**Run 1: routing congestion map**

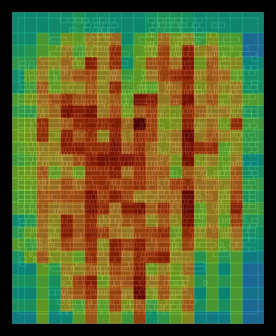
**Run 1: port wiring**

Bar = 50 um.
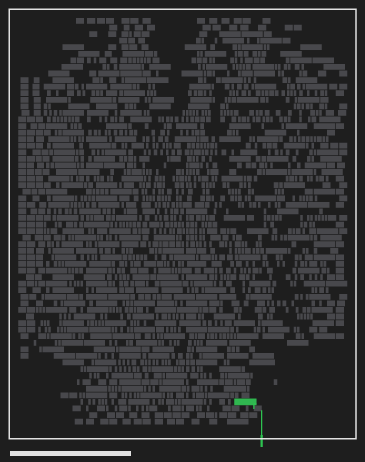
**Run 1: the metal 1 layer**

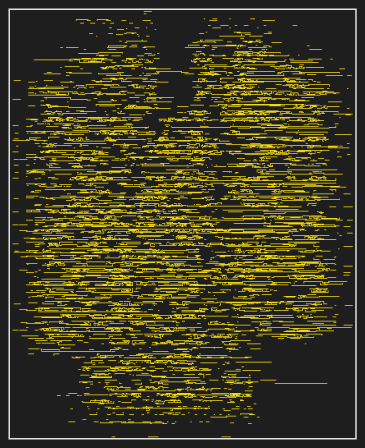
### src/rtl/seq_addsub_unit.sv
// seq_addsub_unit: multi-cycle add/subtract unit working CHUNK bits per clock
// with a registered inter-slice carry, valid/ready handshakes and status flags.
// Ports:
//   clk, rst_n                     clock, async active-low reset
//   in_valid/in_ready              request handshake
//   in_a, in_b, in_op, in_cin      operands, op (00 ADD 01 SUB 10 ADC 11 SBB), carry/borrow in
//   out_valid/out_ready            result handshake
//   out_result                     A + B' + c0 modulo 2^WIDTH
//   out_carry, out_borrow          carry out of MSB; inverted carry for SUB/SBB
//   out_overflow, out_zero, out_neg  signed overflow, zero result, result MSB
// Optional (macro ADDSUB_CMP_EN): out_lt_u, out_lt_s compare flags for SUB/SBB.
module seq_addsub_unit #(
    parameter int unsigned WIDTH = 64,
    parameter int unsigned CHUNK = 16
) (
    input  logic             clk,
    input  logic             rst_n,
    input  logic             in_valid,
    output logic             in_ready,
    input  logic [WIDTH-1:0] in_a,
    input  logic [WIDTH-1:0] in_b,
    input  logic [1:0]       in_op,
    input  logic             in_cin,
    output logic             out_valid,
    input  logic             out_ready,
    output logic [WIDTH-1:0] out_result,
    output logic             out_carry,
    output logic             out_borrow,
    output logic             out_overflow,
    output logic             out_zero,
`ifdef ADDSUB_CMP_EN
    output logic             out_lt_u,
    output logic             out_lt_s,
`endif
    output logic             out_neg
);

    localparam int unsigned NCHUNK = WIDTH / CHUNK;
    localparam int unsigned IDX_W  = (NCHUNK > 1) ? $clog2(NCHUNK) : 1;
    localparam logic [IDX_W-1:0] LAST_IDX = IDX_W'(NCHUNK - 1);

    // Reject configurations where the slices do not tile the operand exactly.
    if (CHUNK == 0 || (WIDTH % CHUNK) != 0) begin : g_bad_cfg
        $error("seq_addsub_unit: WIDTH must be an integer multiple of CHUNK");
    end

    typedef enum logic [1:0] {
        IDLE = 2'd0,
        RUN  = 2'd1,
        DONE = 2'd2
    } state_t;

    state_t             state_q, state_d;
    logic [WIDTH-1:0]   a_q, a_d;
    logic [WIDTH-1:0]   b_q, b_d;       // already-conditioned B'
    logic [WIDTH-1:0]   res_q, res_d;
    logic               carry_q, carry_d;
    logic               sub_q, sub_d;
    logic [IDX_W-1:0]   idx_q, idx_d;
    logic               ready_d, valid_d;
    logic               cout_d, borrow_d, ovf_d, zero_d, neg_d;
`ifdef ADDSUB_CMP_EN
    logic               lt_u_d, lt_s_d;
`endif
    logic               c0_c;
    logic [CHUNK-1:0]   a_sl_c, b_sl_c;
    logic [CHUNK:0]     sum_c;

    assign out_result = res_q;

    // State and datapath registers.
    always_ff @(posedge clk or negedge rst_n) begin
        if (!rst_n) begin
            state_q      <= IDLE;
            a_q          <= '0;
            b_q          <= '0;
            res_q        <= '0;
            carry_q      <= 1'b0;
            sub_q        <= 1'b0;
            idx_q        <= '0;
            in_ready     <= 1'b1;
            out_valid    <= 1'b0;
            out_carry    <= 1'b0;
            out_borrow   <= 1'b0;
            out_overflow <= 1'b0;
            out_zero     <= 1'b0;
            out_neg      <= 1'b0;
`ifdef ADDSUB_CMP_EN
            out_lt_u     <= 1'b0;
            out_lt_s     <= 1'b0;
`endif
        end else begin
            state_q      <= state_d;
            a_q          <= a_d;
            b_q          <= b_d;
            res_q        <= res_d;
            carry_q      <= carry_d;
            sub_q        <= sub_d;
            idx_q        <= idx_d;
            in_ready     <= ready_d;
            out_valid    <= valid_d;
            out_carry    <= cout_d;
            out_borrow   <= borrow_d;
            out_overflow <= ovf_d;
            out_zero     <= zero_d;
            out_neg      <= neg_d;
`ifdef ADDSUB_CMP_EN
            out_lt_u     <= lt_u_d;
            out_lt_s     <= lt_s_d;
`endif
        end
    end

    // Next-state, slice adder and flag generation.
    always_comb begin
        state_d  = state_q;
        a_d      = a_q;
        b_d      = b_q;
        res_d    = res_q;
        carry_d  = carry_q;
        sub_d    = sub_q;
        idx_d    = idx_q;
        cout_d   = out_carry;
        borrow_d = out_borrow;
        ovf_d    = out_overflow;
        zero_d   = out_zero;
        neg_d    = out_neg;
`ifdef ADDSUB_CMP_EN
        lt_u_d   = out_lt_u;
        lt_s_d   = out_lt_s;
`endif

        // Initial carry: ADD 0, SUB 1, ADC cin, SBB ~cin.
        unique case (in_op)
            2'b00:   c0_c = 1'b0;
            2'b01:   c0_c = 1'b1;
            2'b10:   c0_c = in_cin;
            default: c0_c = ~in_cin;
        endcase

        a_sl_c = a_q[32'(idx_q) * CHUNK +: CHUNK];
        b_sl_c = b_q[32'(idx_q) * CHUNK +: CHUNK];
        sum_c  = {1'b0, a_sl_c} + {1'b0, b_sl_c} + (CHUNK + 1)'(carry_q);

        unique case (state_q)
            IDLE: begin
                if (in_valid && in_ready) begin
                    a_d     = in_a;
                    b_d     = in_op[0] ? ~in_b : in_b;
                    carry_d = c0_c;
                    sub_d   = in_op[0];
                    idx_d   = '0;
                    state_d = RUN;
                end
            end
            RUN: begin
                res_d[32'(idx_q) * CHUNK +: CHUNK] = sum_c[CHUNK-1:0];
                carry_d = sum_c[CHUNK];
                idx_d   = idx_q + IDX_W'(1);
                if (idx_q == LAST_IDX) begin
                    // Flags come from the full result including the slice written now.
                    idx_d    = '0;
                    cout_d   = sum_c[CHUNK];
                    borrow_d = sub_q & ~sum_c[CHUNK];
                    ovf_d    = (a_q[WIDTH-1] == b_q[WIDTH-1]) &&
                               (res_d[WIDTH-1] != a_q[WIDTH-1]);
                    zero_d   = (res_d == '0);
                    neg_d    = res_d[WIDTH-1];
`ifdef ADDSUB_CMP_EN
                    lt_u_d   = sub_q & ~sum_c[CHUNK];
                    lt_s_d   = sub_q & (res_d[WIDTH-1] ^ ovf_d);
`endif
                    state_d  = DONE;
                end
            end
            DONE: begin
                if (out_ready) begin
                    state_d = IDLE;
                end
            end
            default: state_d = IDLE;
        endcase

        ready_d = (state_d == IDLE);
        valid_d = (state_d == DONE);
    end

endmodule

### config.mk
export PLATFORM = sky130hd
export DESIGN_NAME = seq_addsub_unit
export DESIGN_NICKNAME = d
export VERILOG_FILES = /design/src/rtl/seq_addsub_unit.sv
export SDC_FILE = /design/constraint.sdc
export NUM_CORES = 1
export LEC_CHECK = 0
export ABC_AREA = 1
export CORE_ASPECT_RATIO = 1.25
export CORE_MARGIN = 3
export CORE_UTILIZATION = 48
export DETAILED_ROUTE_END_ITERATION = 16
export PLACE_DENSITY = 0.87
export RECOVER_POWER = 50
export SLEW_MARGIN = 20
export SYNTH_ARGS = -nofsm -noshare
export SYNTH_HDL_FRONTEND = slang
export SYNTH_SLANG_ARGS = --single-unit
### constraint.sdc
create_clock -name clk -period 3.22 [get_ports clk]
set_input_delay 0.805 -clock clk [delete_from_list [all_inputs] [get_ports clk]]
set_output_delay 0.805 -clock clk [all_outputs]
set_load 0.01 [all_outputs]
==> commit_impl_results.txt, run 1 <==
Update PnR metrics after Yosys + OpenROAD run

* Crit path from: idx_q[0]$_DFFE_PN0P_
- Fin worst setup slack: -0.5691 ps
* Via count of the first global-routing pass: 10630
- The checks that failed: setup timing.
- Yosys mapped the design onto 35 distinct sky130hd cell types.
- Area grow syn2layout: 30.47%
* I/O Buffers: ~200
- Entering global routing, the biggest net connects approximately 100 pins.
- Crit. End Element: flip-flop
- Setup Viol. Count Final: 1
* Final worst path period share: 100.0%
- Sequential element share of the synthesized area: 45.56%
- Cell total in the yosys stat output: ~1500
* TritonCTS clock tree: yes
- Static timing analysis puts the maximum clock frequency at slightly above 0.3 GHz.
- Setup repair after global routing missed its margin: true
- Recorded from the global router log, the overflow total was 0.
- For this block, the via count after detailed routing is between 10000 and 15000.
- Library cell used as clock root buffer: clkbuf_16
* Netlist area before placement: roughly 11000 um2
- From left edge to right edge, the die measures approximately 140 um.
- The synthesized design spends more area on one cell type than any other, namely dfrtp_1.
- Mapped Cells: ~1500
- STA classifies the critical path startpoint as a flip-flop.
- Antenna violation net count after detailed routing: 0
- Final Hold Slack: 472.8 ps
* Result of the run: finished, violations left
Back to the opening pictures, 'routing congestion map':
met3 track utilization from global routing: 3.730%
routed length per placed instance: 17.89 um
utilization after layout: 63.78%
most crowded layer after global routing: met2

Back to the opening pictures, 'port wiring':
colour	port	bits	direction	edge	end cells	buffers	wire
green	out_valid	1	output	bottom	1	1	14.0 um

Back to the opening pictures, 'the metal 1 layer':
share of all routed wire	38%
nets with wire on the layer	1692
longest straight run	43.2 um
wire length on this layer	13500 um

## run 1: critical path, stage by stage, from the launching register on
cell,delay [ps]
dfrtp_2,470
buf_12,170
o21ai_2,120
o22ai_2,110
fa_2,420
fa_2,440
nand2_2,110
nand3_1,70
nand3_1,100
nand2_2,90
nand2_2,90
nand2_2,70
nand2_1,70
nand2_1,110
nand4_1,110
nand2_1,60
inv_1,60
nand2_1,50
nor2_1,80
nand2_1,120
nor2_1,110
nand2_1,60
nand2_1,50
## run 1: Yosys cell counts (8+ instances only)
cell and count:
dfrtp_1 204, o21ai_0 179, buf_2 9, o22ai_1 35, ha_1 21, nand2_1 509, nor2_1 148, inv_1 89
clkbuf_1 60, xnor2_1 64, a31oi_1 33, nand2_2 8, inv_2 8, a21oi_1 11, nand4_1 38, nand3_1 53
buf_1 14
## run 1: final timing paths
kind,end,slack (ps),depth (start not counted)
min reg2reg,a_q[29]$_DFFE_PN0P_,470,2
max,out_zero$_DFFE_PN0P_,-0.6,22
min in group asynchronous,out_overflow$_DFFE_PN0P_,620,1
min,a_q[29]$_DFFE_PN0P_,470,2
max in group asynchronous,a_q[47]$_DFFE_PN0P_,550,2
max reg2reg,out_zero$_DFFE_PN0P_,-0.6,22
## run 1: routing by layer
metal | wire (um) | share of wire (%)
met1 | 13530 | 38
met2 | 18130 | 51
met3 | 2283 | 6.4
met4 | 1917 | 5.3
met5 | 0 | 0
## run 1: power breakdown
group | internal, mW | switching, mW | total [mW]
Clock | 1.43 | 1.03 | 2.46
Combinational | 4.21 | 7.19 | 11.4
Sequential | 3.74 | 0.902 | 4.64
Total | 9.37 | 9.13 | 18.5
## run 1: timing repair
action | in CTS | in global routing
endpoints found under the setup margin | 1 | 4
pin swaps | 1 | 23
resized | 6 | 57
gates cloned | 0 | 1
setup buffers | 2 | 7
## run 1: stage by stage
| stage | instance area [um2] | utilization [%] | total power [mW] | cells |
|---|---|---|---|---|
| finish | 14690 | 63.78 | 18.50 | 2005 |
| CTS | 14450 | 62.72 | 17.51 | 1997 |
| global route | 14690 | 63.78 | 19.90 | 2005 |
| global placement | 13740 | 59.62 | 14.60 | 1959 |
| detailed placement | 13740 | 59.62 | 14.87 | 1959 |
| floorplan | 11270 | - | 11.13 | 1509 |
## run 1: logic make-up (layout without fill, tap and decap cells)
kind of cell / Yosys count / in the layout / synth area share (%)
DFF: 205 / 205 / 45.56
buffers and inverters: 183 / 391 / 6.299
adders and majority gates: 23 / 23 / 2.689
xor gates and xnor gates: 64 / 64 / 4.977
AOI/OAI and AO/OA: 265 / 265 / 12.70
and+or+nand+nor: 769 / 769 / 27.77
## run 1: area by class of cell
cell class,instances,share of cell area (%)
multi-input cells,1121,38.21
flip-flops and latches,205,34.93
repair buffers,257,17.21
clock buffers,25,3.883
inverters,98,2.537
well taps,288,2.452
clock inverters,11,0.7834
## run 1: registers in the layout (all words and copies together), names as in the netlist
| register | count |
|---|---|
| out_result | 64 |
| b_q | 64 |
| out_carry | 1 |
| in_ready | 1 |
| out_valid | 1 |
| out_borrow | 1 |
| state_q | 2 |
| out_overflow | 1 |
| a_q | 64 |
| sub_q | 1 |
| out_neg | 1 |
| idx_q | 2 |
| out_zero | 1 |
| carry_q | 1 |
## Run 2: what changed since run 1
TNS_END_PERCENT = 1   (was unset)
**Run 2: port wiring**

Bar = 50 um.
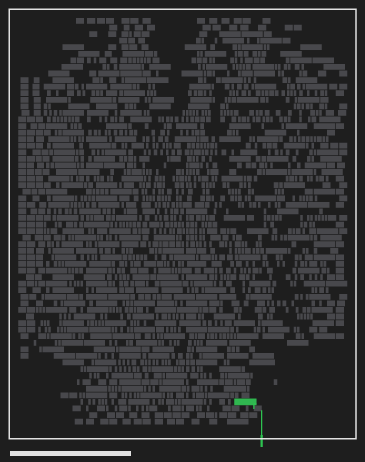
I/O Buffers: 205
ports placed on the boundary: 206

**Run 2: where the registers sit**

Other sequential cells in the stronger grey, the rest of the logic in the fainter grey.
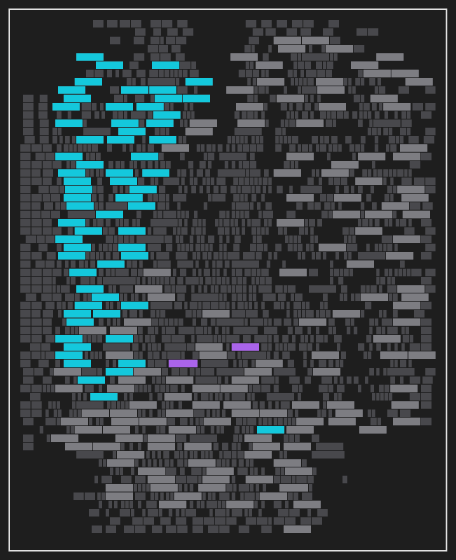
colour	signal	sequential cells
cyan	b_q	64
purple	idx_q	2
not coloured	139

**Run 2: routing congestion map**

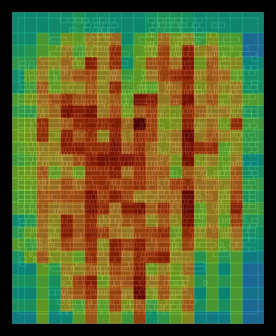
met2 track utilization from global routing: 47.28%
global routing usage on met1: 33.63%

==> run 2 against run 1 <==
  * The run still ends with setup timing left
  * Via count stayed put
  * First-iteration DRC count stayed put
  * Clock power hardly changed
  * Hold slack is the same
  * Final area did not move
  * Register-to-register slack hardly changed
  * Critical endpoint unchanged
  * Largest cell class unchanged
==> commit_impl_results.txt, run 2 <==
Update PnR metrics after Yosys + OpenROAD run

* Violations in the final reports: setup timing
- FMAX: 0.3105 GHz
* Cell Area, Placed: between 10000 and 15000 um2
- Summing all non-filler instances in the final layout gives an area of about 15000 um2.
* Sequential element share of the synthesized area: ~46%
- Crit. End Element: flip-flop
* Routed length per placed instance: about 18 um
* Crit path from: idx_q[0]$_DFFE_PN0P_
- Walking the worst path, the cells encountered are buf_12 -> o21ai_2 -> o22ai_2 -> fa_2 -> fa_2 -> nand2_2 -> nand3_1 -> nand3_1 -> nand2_2 -> nand2_2 -> nand2_2 -> nand2_1 -> nand2_1 -> nand4_1 -> nand2_1 -> inv_1 -> nand2_1 -> nor2_1 -> nand2_1 -> nor2_1 -> nand2_1 -> nand2_1.
* Share of total power in sequential cells: between 20% and 30%
* Dominant cell type by count on the critical path: nand2_1
* Library cells used by synthesis: 35
- Result of the run: finished, violations left
* Via count of the first global-routing pass: roughly 11000
* Master of the slowest instance on the critical path: dfrtp_2
- TritonCTS built the clock tree.
* Total overflow reported by the global router: 0
- Nets still carrying antenna violations after routing amount to 0.
- Fin worst setup slack: -0.5691 ps
* Final worst path period share: 100.0%
- Relative to the synthesized area, the layout overhead comes to 30.47%.
- Per the detail_route report, the via count comes to about 11000.
- Per the finish-stage timing summary, setup violations number 1.
* Switch share: around 49%
==> run 2: cell counts after synthesis <==
Identical to the previous run, type by type.
==> run 2: final cells by class <==
type	instances	share of cell area (%)
clock buffers	25	3.883
clock inverters	11	0.7834
multi-input cells	1121	38.21
flip-flops and latches	205	34.93
repair buffers	257	17.21
inverters	98	2.537
well taps	288	2.452
==> run 2: worst register-to-register path: cells and delay by family (launching register included) <==
family | cells | cell delay, ps
simple gates | 16 | 1360
fa+ha+maj | 2 | 860
flops | 1 | 470
compound gates | 2 | 240
buf+inv | 2 | 230
==> run 2: per-layer routing <==
metal / GRT usage, % / wire length (um)
met5: 0 / 0
met2: 47.28 / 18130
met4: 12.96 / 1917
met1: 33.63 / 13530
met3: 3.730 / 2283
==> run 2: final timing paths <==
| check | end | slack (ps) | cells after the start |
|---|---|---|---|
| max | out_zero$_DFFE_PN0P_ | -0.6 | 22 |
| min | a_q[29]$_DFFE_PN0P_ | 470 | 2 |
| max reg2reg | out_zero$_DFFE_PN0P_ | -0.6 | 22 |
| min reg2reg | a_q[29]$_DFFE_PN0P_ | 470 | 2 |
| max in group asynchronous | a_q[47]$_DFFE_PN0P_ | 550 | 2 |
| min in group asynchronous | out_overflow$_DFFE_PN0P_ | 620 | 1 |
==> run 2: kinds of logic after synthesis <==
family | synth area share (%)
and+or+nand+nor | 27.77
AOI/OAI and AO/OA | 12.70
DFF | 45.56
buffers and inverters | 6.299
xor gates and xnor gates | 4.977
adders and majority gates | 2.689
==> run 2: through the flow <==
stage | instances | worst slack [ps] | power [mW] | hold WS [ps] | setup TNS, ps
3_3_place_gp | 1959 | -78.13 | 14.60 | 450.3 | -78.13
6_report | 2005 | -0.5691 | 18.50 | 472.8 | -0.5691
5_1_grt | 2005 | -250.2 | 19.90 | 487.1 | -255.1
3_5_place_dp | 1959 | -98.85 | 14.87 | 454.5 | -98.85
4_1_cts | 1997 | 6.176 | 17.51 | 274.4 | 0
2_1_floorplan | 1509 | 58.78 | 11.13 | 436.6 | 0
==> run 2: repair_timing <==
action                     in CTS  in global routing
setup endpoints to repair       1                  4
hold endpoints to repair        0                  0
buffers inserted                2                  7
gates resized                   6                 57
gates cloned                    0                  1
pin swaps                       1                 23
==> run 2: power groups by stage <==
stage	registers [mW]	logic (mW)	clock network, mW
6_report	4.64	11.4	2.46
3_3_place_gp	4.59	10.0	0
4_1_cts	4.60	10.4	2.48
2_1_floorplan	4.45	6.68	0
3_5_place_dp	4.62	10.3	0
5_1_grt	4.74	12.6	2.58
Power and IR drop assume default switching activity.
